**src/rtl/load_store_unit.sv**
```systemverilog
// RV32I memory-access stage: alignment/region checks, registered-read bus
// sequencing, load extension and read-modify-write for byte/half stores.
module load_store_unit #(
    parameter int RAM_SELECT_BIT = 10,
    parameter int RAM_TOP_BIT    = 9
) (
    input  logic        clk,
    input  logic        reset,
    input  logic        req_valid,
    output logic        req_ready,
    input  logic        req_write,
    input  logic [2:0]  req_funct3,
    input  logic [31:0] req_address,
    input  logic [31:0] req_write_data,
    output logic        busy,
    output logic        resp_valid,
    output logic [31:0] resp_data,
    output logic [1:0]  resp_fault,
    output logic [31:0] mem_address,
    output logic        mem_read_write,
    output logic [31:0] mem_write_data,
    input  logic [31:0] mem_read_data
);

    typedef enum logic [2:0] {
        IDLE,
        READ_WAIT,
        MERGE_WRITE,
        WRITE_WAIT,
        RESPOND
    } state_t;

    state_t      state_q, state_d;
    logic        rd_phase_q, rd_phase_d;
    logic        op_write_q, op_write_d;
    logic [2:0]  op_funct3_q, op_funct3_d;
    logic [1:0]  op_lane_q, op_lane_d;
    logic [31:0] op_wdata_q, op_wdata_d;
    logic        resp_valid_q, resp_valid_d;
    logic [31:0] resp_data_q, resp_data_d;
    logic [1:0]  resp_fault_q, resp_fault_d;
    logic [31:0] mem_address_q, mem_address_d;
    logic        mem_read_write_q, mem_read_write_d;
    logic [31:0] mem_write_data_q, mem_write_data_d;

    // Range is checked before alignment, alignment before ROM protection.
    function automatic logic [1:0] classify(input logic [31:0] addr, input logic [2:0] f3,
                                            input logic wr);
        logic [1:0] f;
        f = 2'b00;
        if (addr[31:RAM_TOP_BIT+2] != '0)
            f = 2'b11;
        else if ((f3[1:0] == 2'b01 && addr[0]) || (f3[1] && addr[1:0] != 2'b00))
            f = 2'b01;
        else if (wr && !addr[RAM_SELECT_BIT])
            f = 2'b10;
        return f;
    endfunction

    function automatic logic [31:0] extend_load(input logic [31:0] word, input logic [2:0] f3,
                                                input logic [1:0] lane);
        logic [31:0] shifted;
        logic [7:0]  b;
        logic [15:0] h;
        shifted = word >> {lane, 3'b000};
        b = shifted[7:0];
        h = lane[1] ? word[31:16] : word[15:0];
        case (f3)
            3'b000:  return {{24{b[7]}}, b};
            3'b001:  return {{16{h[15]}}, h};
            3'b100:  return {24'b0, b};
            3'b101:  return {16'b0, h};
            default: return word;
        endcase
    endfunction

    function automatic logic [31:0] merge_store(input logic [31:0] old, input logic [31:0] wd,
                                                input logic [2:0] f3, input logic [1:0] lane);
        logic [31:0] mask;
        logic [31:0] data;
        if (f3[1:0] == 2'b00) begin
            mask = 32'h0000_00FF << {lane, 3'b000};
            data = {24'b0, wd[7:0]} << {lane, 3'b000};
        end else begin
            mask = 32'h0000_FFFF << {lane[1], 4'b0000};
            data = {16'b0, wd[15:0]} << {lane[1], 4'b0000};
        end
        return (old & ~mask) | (data & mask);
    endfunction

    always_comb begin
        state_d          = state_q;
        rd_phase_d       = rd_phase_q;
        op_write_d       = op_write_q;
        op_funct3_d      = op_funct3_q;
        op_lane_d        = op_lane_q;
        op_wdata_d       = op_wdata_q;
        resp_valid_d     = 1'b0;
        resp_data_d      = resp_data_q;
        resp_fault_d     = resp_fault_q;
        mem_address_d    = mem_address_q;
        mem_read_write_d = 1'b0;
        mem_write_data_d = mem_write_data_q;
        case (state_q)
            IDLE: begin
                if (req_valid) begin
                    op_write_d    = req_write;
                    op_funct3_d   = req_funct3;
                    op_lane_d     = req_address[1:0];
                    op_wdata_d    = req_write_data;
                    resp_data_d   = 32'b0;
                    resp_fault_d  = classify(req_address, req_funct3, req_write);
                    if (resp_fault_d != 2'b00) begin
                        state_d = RESPOND;
                    end else if (req_write && req_funct3[1]) begin
                        mem_address_d    = {req_address[31:2], 2'b00};
                        mem_read_write_d = 1'b1;
                        mem_write_data_d = req_write_data;
                        state_d          = WRITE_WAIT;
                    end else begin
                        mem_address_d = {req_address[31:2], 2'b00};
                        rd_phase_d    = 1'b0;
                        state_d       = READ_WAIT;
                    end
                end
            end
            READ_WAIT: begin
                // First cycle: memory samples the address; second: data is on the bus.
                if (!rd_phase_q) begin
                    rd_phase_d = 1'b1;
                end else if (op_write_q) begin
                    mem_write_data_d = merge_store(mem_read_data, op_wdata_q, op_funct3_q, op_lane_q);
                    mem_read_write_d = 1'b1;
                    state_d          = MERGE_WRITE;
                end else begin
                    resp_data_d  = extend_load(mem_read_data, op_funct3_q, op_lane_q);
                    resp_valid_d = 1'b1;
                    state_d      = IDLE;
                end
            end
            WRITE_WAIT: begin
                resp_valid_d = 1'b1;
                state_d      = IDLE;
            end
            MERGE_WRITE: begin
                resp_valid_d = 1'b1;
                state_d      = RESPOND;
            end
            RESPOND: begin
                // Faults pulse on the way out; merged stores already pulsed on the way in.
                resp_valid_d = ~resp_valid_q;
                state_d      = IDLE;
            end
            default: state_d = IDLE;
        endcase
    end

    always_ff @(posedge clk) begin
        if (reset) begin
            state_q          <= IDLE;
            rd_phase_q       <= 1'b0;
            op_write_q       <= 1'b0;
            op_funct3_q      <= 3'b0;
            op_lane_q        <= 2'b0;
            op_wdata_q       <= 32'b0;
            resp_valid_q     <= 1'b0;
            resp_data_q      <= 32'b0;
            resp_fault_q     <= 2'b0;
            mem_address_q    <= 32'b0;
            mem_read_write_q <= 1'b0;
            mem_write_data_q <= 32'b0;
        end else begin
            state_q          <= state_d;
            rd_phase_q       <= rd_phase_d;
            op_write_q       <= op_write_d;
            op_funct3_q      <= op_funct3_d;
            op_lane_q        <= op_lane_d;
            op_wdata_q       <= op_wdata_d;
            resp_valid_q     <= resp_valid_d;
            resp_data_q      <= resp_data_d;
            resp_fault_q     <= resp_fault_d;
            mem_address_q    <= mem_address_d;
            mem_read_write_q <= mem_read_write_d;
            mem_write_data_q <= mem_write_data_d;
        end
    end

    assign req_ready      = (state_q == IDLE);
    assign busy           = ~req_ready;
    assign resp_valid     = resp_valid_q;
    assign resp_data      = resp_data_q;
    assign resp_fault     = resp_fault_q;
    assign mem_address    = mem_address_q;
    assign mem_read_write = mem_read_write_q;
    assign mem_write_data = mem_write_data_q;

endmodule

```
**config.mk**
```make
export PLATFORM = sky130hd
export DESIGN_NAME = load_store_unit
export DESIGN_NICKNAME = d
export VERILOG_FILES = /design/src/rtl/load_store_unit.sv
export SDC_FILE = /design/constraint.sdc
export NUM_CORES = 1
export LEC_CHECK = 0
export CORE_AREA = 2 2 115 117
export CTS_BUF_LIST = sky130_fd_sc_hd__clkbuf_8
export CTS_CLUSTER_SIZE = 24
export DETAILED_ROUTE_END_ITERATION = 10
export DIE_AREA = 0 0 117 119
export GPL_ROUTABILITY_DRIVEN = 0
export PLACE_DENSITY_LB_ADDON = 0.2
export SYNTH_ARGS = -nofsm -noshare
export SYNTH_HDL_FRONTEND = slang
export SYNTH_SLANG_ARGS = --single-unit
export TNS_END_PERCENT = 50
```
**constraint.sdc**
```tcl
create_clock -name clk -period 2.4 [get_ports clk]
set_input_delay 0.24 -clock clk [delete_from_list [all_inputs] [get_ports clk]]
set_output_delay 0.24 -clock clk [all_outputs]
set_load 0.01 [all_outputs]
```
==> metrics.sh <==
RUN_STATUS='complete, no violations'
SYNTH_XOR_XNOR_AREA_SHARE_PCT=0
REG2REG_SETUP_SLACK_NS=0.23
PLACEMENTROWS=42
CLK_SHARE_PCT=4.004
YOSYSMOSTFREQUENTCELL='sky130_fd_sc_hd__dfxtp_1'
ROUTE.FINAL.WIRE_LENGTH_MM=19.16
REGTOREGSTARTPOINT='op_lane_q[0]'
CTS_HOLD_BUF=0
LEADING_CELL_KIND='logic gates'
CLOCK_PATH_BUFFERS=2
PORT_BUFFERS=202
SWITCHING_SHARE_PCT=28.54
MAXIMUM_NUMBER_OF_PINS_ON_ONE_NET_BEFORE_GLOBAL_ROUTE_REPAIR=41
POSTSYNTH.TOPFLOPCELL='sky130_fd_sc_hd__dfxtp_1'
TIMING.CRITICAL_PATH.TO_TYPE='output port'
ROUTED.TOP_LAYER='met4'
POWER.SWITCHING_W=0.001251
NUM-FILL-CELLS=1094
GRT_PASS1_WL_MM=29.61
MUX_AREA_SHARE_PCT=8.212
FINAL-COMB-AREA_UM2=3075
NETLIST-CELL-TYPE-COUNT=57
ANTENNA_FOUND_INITIAL=0
SEQ_AREA_UM2=2482
SEQUENTIALPOWER_W=0.00213
SYNTH.AREA.TOP_CELLS='sky130_fd_sc_hd__dfxtp_1 (42%), sky130_fd_sc_hd__nand2_1 (6.3%), sky130_fd_sc_hd__mux2i_1 (5.1%)'
YOSYSCELLCOUNT=687
CRITICAL_PATH.STARTPOINT_TYPE='flip-flop'
PLACE_HPWL_MM=14.39
UNREPAIRED_SETUP_ENDPOINTS_AFTER_GLOBAL_ROUTING='no'
TRITONCTS.NUM_BUFFERS=17
PLACEDCELLCOUNT=1041
CORE_UTIL_FLOORPLAN_PCT=45.44
WORSTSKEWPAIRLATENCY_NS=0.43
CLOCK_TREE_FROM_TRITONCTS='built'
SEQ_CELL_COUNT=124
GLOBAL_ROUTE.PEAK_USAGE_LAYER='met2'
WARNING_COUNT=26
HOLD_END='resp_data[1]'
TAP-CELL-COUNT=176
FINALNETCOUNT=987
FLIP_FLOPS_WITH_A_BUILT_IN_ENABLE=0
NUMBER_OF_SIGNAL_NET_INVERTERS_IN_THE_FINAL_LAYOUT=7
REMAINING_DESIGN_RULE_VIOLATION_COUNT=0
CRIT_REQUIRED_NS=2.16
BUFAREASHARENONCLOCK_PCT=26.94
==> critical path: cells and delay by family (launching register included) <==
kind	cells	cell delay, ns
flops	1	0.42
simple gates	1	0.40
buf+inv	2	0.70
==> worst max path at each step <==
stage	endpoint
final	req_ready
after global routing	resp_data[18]
after CTS	req_ready
after detailed placement	resp_data[17]
after global placement	mem_write_data[24]
after floorplan	mem_write_data[22]
==> flip-flops by register name, indices dropped and copies added, names as in the netlist <==
name and count:
mem_address 30, mem_read_write 1, mem_write_data 32, op_funct3_q 3, op_lane_q 2, op_wdata_q 16, op_write_q 1, rd_phase_q 1
resp_data 32, resp_fault 2, resp_valid 1, state_q 3
==> logic make-up after synthesis <==
kind of cell	after synthesis
other	1
flip-flops	124
multiplexers	42
AND-OR/OR-AND	195
AND/OR/NAND/NOR	260
buffers and inverters	65
Logic cells by family:
The bar under the picture is 20 um long.
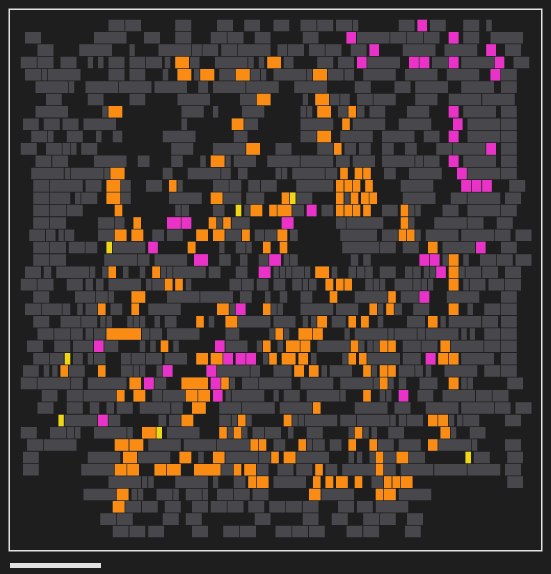
inv cells: drawn in yellow, cells 7, most used inv_1. and/or cells: drawn in magenta, cells 47, most used and2_1. aoi and oai cells: drawn in orange, cells 174, most used o21ai_0.
number of standard cells in the layout, taps in and fillers out: 1073
highest-count logic cell in the final layout: sky130_fd_sc_hd__clkdlybuf4s50_1
multi-input gate share of the layout cell area: 36.59%

Cell classes on the final placement:
The bar under the picture is 20 um long.
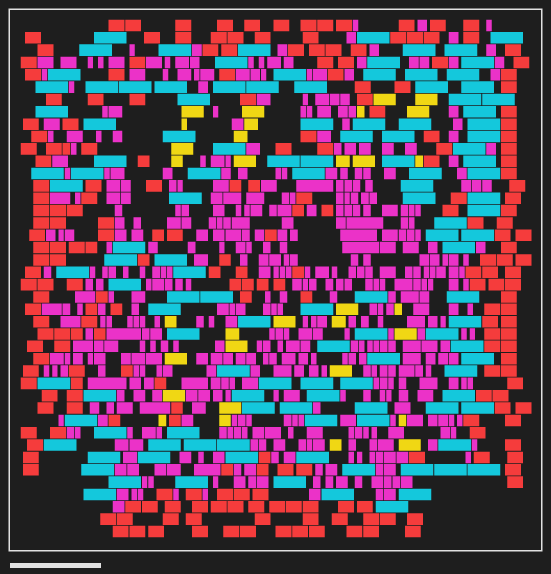
registers: drawn in cyan, cells 124, share of their area 30%. clock drivers and dummy loads: drawn in yellow, cells 32, share of their area 4.1%. remaining buffers and delay cells: drawn in red, cells 235, share of their area 28%. remaining logic cells: drawn in magenta, cells 506, share of their area 38%.
final core occ: 65.29%
post-route design area: 8406 um2

